met3.png
Scale: 1 px per µm. Cells faint in the background.
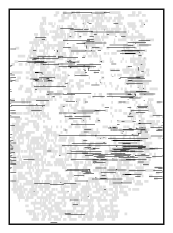
clock_map.png
Scale: 2 px per µm.
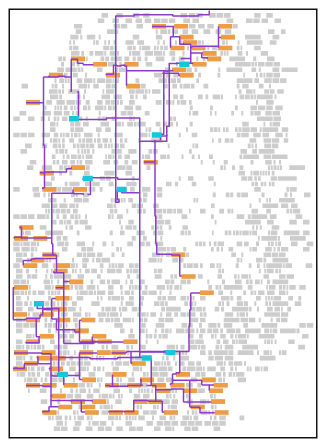
metal_stack.png
Scale: 1 px per µm.
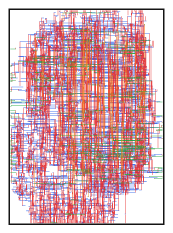
registers.png
Scale: 1 px per µm.
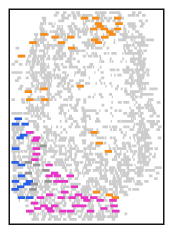
final_congestion.png
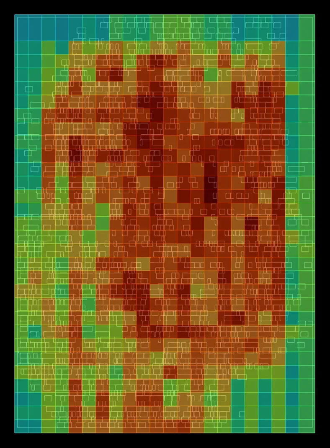
`config.mk`:
```
export PLATFORM = sky130hd
export DESIGN_NAME = instr_sequencer
export DESIGN_NICKNAME = d
export VERILOG_FILES = /design/src/rtl/instr_sequencer.sv
export SDC_FILE = /design/constraint.sdc
export NUM_CORES = 1
export LEC_CHECK = 0
export ABC_CLOCK_PERIOD_IN_PS = 9900
export CORE_ASPECT_RATIO = 1.4
export CORE_UTILIZATION = 37
export CTS_BUF_LIST = sky130_fd_sc_hd__clkbuf_8
export CTS_CLUSTER_SIZE = 16
export DETAILED_ROUTE_END_ITERATION = 10
export MAX_ROUTING_LAYER = met4
export PLACE_DENSITY = 0.68
export SYNTH_ARGS = -nofsm -noshare
export SYNTH_HDL_FRONTEND = slang
export SYNTH_SLANG_ARGS = --single-unit
export TNS_END_PERCENT = 50
```
`constraint.sdc`:
```
create_clock -name clk -period 9.9 [get_ports clk]
set_clock_uncertainty 0.05 [all_clocks]
set_input_delay 2.97 -clock clk [delete_from_list [all_inputs] [get_ports clk]]
set_output_delay 2.97 -clock clk [all_outputs]
set_load 0.01 [all_outputs]
```
`src/rtl/instr_sequencer.sv`:
```
// Four-state instruction sequencer: accepts one instruction, reads its
// operands from an external register file, executes it and writes back.
// Every instruction takes exactly four cycles (IDLE, READ, EXEC, WRITE).
module instr_sequencer #(
    parameter int DATA_WIDTH    = 32,
    parameter int ADDRESS_WIDTH = 12,
    localparam int INSTR_WIDTH  = 4 + 3 * ADDRESS_WIDTH
) (
    input  logic                     clk,
    input  logic                     reset,
    input  logic [INSTR_WIDTH-1:0]   instr,
    input  logic                     instr_valid,
    output logic                     instr_ready,
    output logic                     rf_r_en_one,
    output logic                     rf_r_en_two,
    output logic [ADDRESS_WIDTH-1:0] rf_r_adrs_one,
    output logic [ADDRESS_WIDTH-1:0] rf_r_adrs_two,
    input  logic [DATA_WIDTH-1:0]    rf_r_data_one,
    input  logic [DATA_WIDTH-1:0]    rf_r_data_two,
    output logic                     rf_w_en,
    output logic [ADDRESS_WIDTH-1:0] rf_w_adrs,
    output logic [DATA_WIDTH-1:0]    rf_w_data,
    output logic                     done,
    output logic                     illegal,
    output logic [15:0]              retired_count
);

    localparam int SHIFT_WIDTH = $clog2(DATA_WIDTH);
    localparam int AW          = ADDRESS_WIDTH;

    typedef enum logic [1:0] {IDLE, READ, EXEC, WRITE} state_t;

    typedef enum logic [3:0] {
        OP_NOP = 4'd0, OP_ADD = 4'd1, OP_SUB = 4'd2, OP_AND = 4'd3,
        OP_OR  = 4'd4, OP_XOR = 4'd5, OP_SHL = 4'd6, OP_SHR = 4'd7,
        OP_LDI = 4'd8, OP_MOV = 4'd9
    } opcode_t;

    state_t                  state;
    logic [INSTR_WIDTH-1:0]  instr_q;
    logic [DATA_WIDTH-1:0]   result;
    logic [DATA_WIDTH-1:0]   alu;
    logic                    ready_q;
    logic                    r_en_one_q;
    logic                    r_en_two_q;
    logic                    w_en_q;
    logic                    done_q;
    logic                    illegal_q;

    // Field views of the latched instruction.
    logic [3:0]        op_bits;
    logic [AW-1:0]     dst_q;
    logic [AW-1:0]     src1_q;
    logic [AW-1:0]     src2_q;
    logic [2*AW-1:0]   imm_q;
    logic [3:0]        new_op;

    assign op_bits = instr_q[INSTR_WIDTH-1 -: 4];
    assign dst_q   = instr_q[3*AW-1 -: AW];
    assign src1_q  = instr_q[2*AW-1 -: AW];
    assign src2_q  = instr_q[AW-1:0];
    assign imm_q   = instr_q[2*AW-1:0];
    assign new_op  = instr[INSTR_WIDTH-1 -: 4];

    function automatic logic reads_one(input logic [3:0] op);
        return ((op >= 4'd1) && (op <= 4'd7)) || (op == 4'd9);
    endfunction

    function automatic logic reads_two(input logic [3:0] op);
        return (op >= 4'd1) && (op <= 4'd7);
    endfunction

    function automatic logic writes_back(input logic [3:0] op);
        return (op >= 4'd1) && (op <= 4'd9);
    endfunction

    // Execute stage: operand data from the register file is valid in EXEC.
    always_comb begin
        // NOTE: default assignment first so no path through the case leaves
        // alu unassigned, which would otherwise infer a latch.
        alu = '0;
        case (opcode_t'(op_bits))
            OP_ADD:  alu = rf_r_data_one + rf_r_data_two;
            OP_SUB:  alu = rf_r_data_one - rf_r_data_two;
            OP_AND:  alu = rf_r_data_one & rf_r_data_two;
            OP_OR:   alu = rf_r_data_one | rf_r_data_two;
            OP_XOR:  alu = rf_r_data_one ^ rf_r_data_two;
            OP_SHL:  alu = rf_r_data_one << rf_r_data_two[SHIFT_WIDTH-1:0];
            OP_SHR:  alu = rf_r_data_one >> rf_r_data_two[SHIFT_WIDTH-1:0];
            OP_LDI:  alu = DATA_WIDTH'(imm_q);
            OP_MOV:  alu = rf_r_data_one;
            default: alu = '0;
        endcase
    end

    // Sequencer FSM with all control outputs registered on state entry.
    always_ff @(posedge clk) begin
        // NOTE: non-blocking assignments keep every register updating from
        // pre-edge values, so the order of statements below does not matter.
        if (reset) begin
            state         <= IDLE;
            instr_q       <= '0;
            result        <= '0;
            retired_count <= '0;
            ready_q       <= 1'b1;
            r_en_one_q    <= 1'b0;
            r_en_two_q    <= 1'b0;
            w_en_q        <= 1'b0;
            done_q        <= 1'b0;
            illegal_q     <= 1'b0;
        end else begin
            case (state)
                IDLE: begin
                    if (instr_valid && ready_q) begin
                        instr_q    <= instr;
                        ready_q    <= 1'b0;
                        r_en_one_q <= reads_one(new_op);
                        r_en_two_q <= reads_two(new_op);
                        state      <= READ;
                    end
                end
                READ: begin
                    r_en_one_q <= 1'b0;
                    r_en_two_q <= 1'b0;
                    state      <= EXEC;
                end
                EXEC: begin
                    result        <= alu;
                    w_en_q        <= writes_back(op_bits);
                    done_q        <= 1'b1;
                    illegal_q     <= (op_bits >= 4'd10);
                    retired_count <= retired_count + 16'd1;
                    state         <= WRITE;
                end
                WRITE: begin
                    w_en_q    <= 1'b0;
                    done_q    <= 1'b0;
                    illegal_q <= 1'b0;
                    ready_q   <= 1'b1;
                    state     <= IDLE;
                end
                default: state <= IDLE;
            endcase
        end
    end

    // Reset forces every handshake/enable low immediately, even while the
    // registered copies still hold their pre-reset values.
    assign instr_ready   = ready_q    & ~reset;
    assign rf_r_en_one   = r_en_one_q & ~reset;
    assign rf_r_en_two   = r_en_two_q & ~reset;
    assign rf_w_en       = w_en_q     & ~reset;
    assign done          = done_q     & ~reset;
    assign illegal       = illegal_q  & ~reset;

    assign rf_r_adrs_one = src1_q;
    assign rf_r_adrs_two = src2_q;
    assign rf_w_adrs     = dst_q;
    assign rf_w_data     = result;

endmodule

```
==> Implementation_results.wiki <==
== Flow metrics ==
{| class="wikitable"
! Metric !! Value
|-
| Result of the run || complete, no violations
|-
| Post-Place Worst Slack || 2.18 ns
|-
| Clock Power || 288 µW
|-
| Sequential-to-total area share from yosys stat || 16.3%
|-
| Inserted Clock Buffers || 9
|-
| Count of multi-input gates || 1,236
|-
| Buffer share of cell area || 15.2%
|-
| Highest-power group || combinational cells
|-
| Synthesis-to-finish area growth || 17.3%
|-
| Yosys cell count || 1,563
|-
| DRT met1 WL || 20,300 µm
|-
| Met3 wire len || 3130 µm
|-
| Achievable clock frequency || 136 MHz
|-
| Proportion of cell area spent on the clock network || 1.46%
|-
| Quantity of I/O buffers inserted on ports || 196
|-
| DR iter-0 viols || 985
|-
| Final Hold Violating Endpoints || 0
|-
| Cells resized by post-CTS repair || 0
|-
| Commonest non-fill, non-tap cell in the layout || sky130_fd_sc_hd__nand2_1
|-
| Proportion of power drawn by flip-flops and latches || 26.5%
|-
| Share of the final layout cell area in sequential cells || 13.9%
|-
| PD cells || 130 nW/µm²
|-
| Plain + repair buffers || 218
|-
| Final-layout setup total negative slack || 0 ns
|-
| Total core area || 31,500 µm²
|-
| Async set or reset register ratio after synthesis || 0%
|-
| Placed cell count || 2,027
|-
| Number of top-level design ports || 197
|-
| N_diodes || 0
|-
| Startpoint kind of the worst setup timing path || primary input
|-
| Grt peak-use layer || met2
|-
| Slew Limit Headroom || 29.6%
|-
| Global-route track usage on met1 || 37.4%
|-
| RSZ-0062 raised after global routing || false
|-
| Buffer type at the clock tree root || sky130_fd_sc_hd__clkbuf_8
|-
| Post-layout period usage of the worst path || 74.3%
|-
| Critical path class || primary input to register
|-
| Slew Viols, Final || 0
|-
| Chip area in the Yosys report || 11,800 µm²
|-
| Maximum number of pins on one net before global-route repair || 62
|}
-- met3.png (at the start) --
share of all routed wire: 5.9%
nets with wire on the layer: 229
main direction: horizontal
Via Count: 12,600
WL final: 52,600 µm
routing usage on met3: 3.86%

-- clock_map.png (at the start) --
legend:
  purple:
    item: clock wires
    length: 1,720 µm
  cyan:
    item: cells driving clock nets
    count: 9
  orange:
    item: flip-flops
    count: 96
routed clock nets: 10
clock latency on the worst-skew pair: 0.44 ns
clock network power share: 16.0%

-- metal_stack.png (at the start) --
legend:
  red:
    layer: met2
    wire_length: 25.7 mm
  blue:
    layer: met1
    wire_length: 20.3 mm
  orange:
    layer: met4
    wire_length: 3,500 µm
  green:
    layer: met3
    wire_length: 3,130 µm

-- registers.png (at the start) --
legend:
  magenta:
    name_in_the_netlist: `instr_q`
    flops: 40
  orange:
    name_in_the_netlist: `rf_w_data`
    flops: 32
  blue:
    name_in_the_netlist: `retired_count`
    flops: 16
not coloured: 8

-- final_congestion.png (at the start) --
met2 global-route usage: 55.8%
drt wl/cell: 25.8 µm
final core utilization: 44.0%

==> worst max path at each step <==
| stage | depth (start not counted) | from | end |
|---|---|---|---|
| 4_1_cts | 17 | rf_r_data_two[0] | rf_w_data[31] |
| 6_report | 17 | rf_r_data_two[0] | rf_w_data[31] |
| 3_5_place_dp | 17 | rf_r_data_two[0] | rf_w_data[31] |
| 5_1_grt | 17 | rf_r_data_two[0] | rf_w_data[31] |
| 2_1_floorplan | 4 | reset | illegal |
| 3_3_place_gp | 17 | rf_r_data_two[0] | rf_w_data[31] |
==> cells in the mapped netlist, types with 17 or more instances <==
library cell	n	area share, %
sky130_fd_sc_hd__dfxtp_1	96	16
sky130_fd_sc_hd__nand4_1	24	1.3
sky130_fd_sc_hd__xnor2_1	43	3.2
sky130_fd_sc_hd__nand3_1	22	0.93
sky130_fd_sc_hd__nand2b_1	30	1.6
sky130_fd_sc_hd__clkbuf_1	71	2.3
sky130_fd_sc_hd__xor2_1	17	1.3
sky130_fd_sc_hd__a211oi_1	24	1.5
sky130_fd_sc_hd__mux2_2	29	2.8
sky130_fd_sc_hd__a21oi_1	134	5.7
sky130_fd_sc_hd__inv_1	79	2.5
sky130_fd_sc_hd__buf_2	19	0.80
sky130_fd_sc_hd__a221oi_1	34	2.5
sky130_fd_sc_hd__o211ai_1	23	1.5
sky130_fd_sc_hd__mux4_2	35	6.7
sky130_fd_sc_hd__o21ai_0	100	4.2
sky130_fd_sc_hd__ha_1	103	11
sky130_fd_sc_hd__nor2_1	123	3.9
sky130_fd_sc_hd__buf_4	47	3.0
sky130_fd_sc_hd__a21o_1	17	1.1
sky130_fd_sc_hd__nor3_1	18	0.76
sky130_fd_sc_hd__nand2_1	207	6.6
sky130_fd_sc_hd__mux2i_1	50	4.2
sky130_fd_sc_hd__a22oi_1	25	1.6
==> flip-flops by register name, summed over array words and instances (netlist names) <==
| register | flops |
|---|---|
| retired_count | 16 |
| illegal_q | 1 |
| w_en_q | 1 |
| state | 2 |
| r_en_two_q | 1 |
| done_q | 1 |
| ready_q | 1 |
| r_en_one_q | 1 |
| rf_w_data | 32 |
| instr_q | 40 |
==> worst reg2reg max path, stage by stage (launching register included) <==
cell	delay, ns
sky130_fd_sc_hd__dfxtp_1	0.68
sky130_fd_sc_hd__nor2b_1	0.27
sky130_fd_sc_hd__nand2_1	0.48
sky130_fd_sc_hd__o21ai_0	0.56
sky130_fd_sc_hd__inv_1	0.09
sky130_fd_sc_hd__ha_1	0.29
sky130_fd_sc_hd__nand2b_1	0.07
sky130_fd_sc_hd__a21oi_1	0.31
sky130_fd_sc_hd__o2111ai_1	0.36
sky130_fd_sc_hd__a21o_1	0.29
sky130_fd_sc_hd__and2_1	0.16
sky130_fd_sc_hd__xnor2_1	0.16
sky130_fd_sc_hd__a221oi_1	0.54
sky130_fd_sc_hd__o21ai_0	0.14
==> cell families after synthesis <==
logic type / synth area share, %
AND/OR/NAND/NOR: 19.0
AND-OR/OR-AND: 25.5
buffers and inverters: 9.35
multiplexers: 14.2
adder cells (fa/ha/maj): 11.1
flip-flops: 16.3
XOR/XNOR: 4.58
Power and IR drop assume default switching activity.
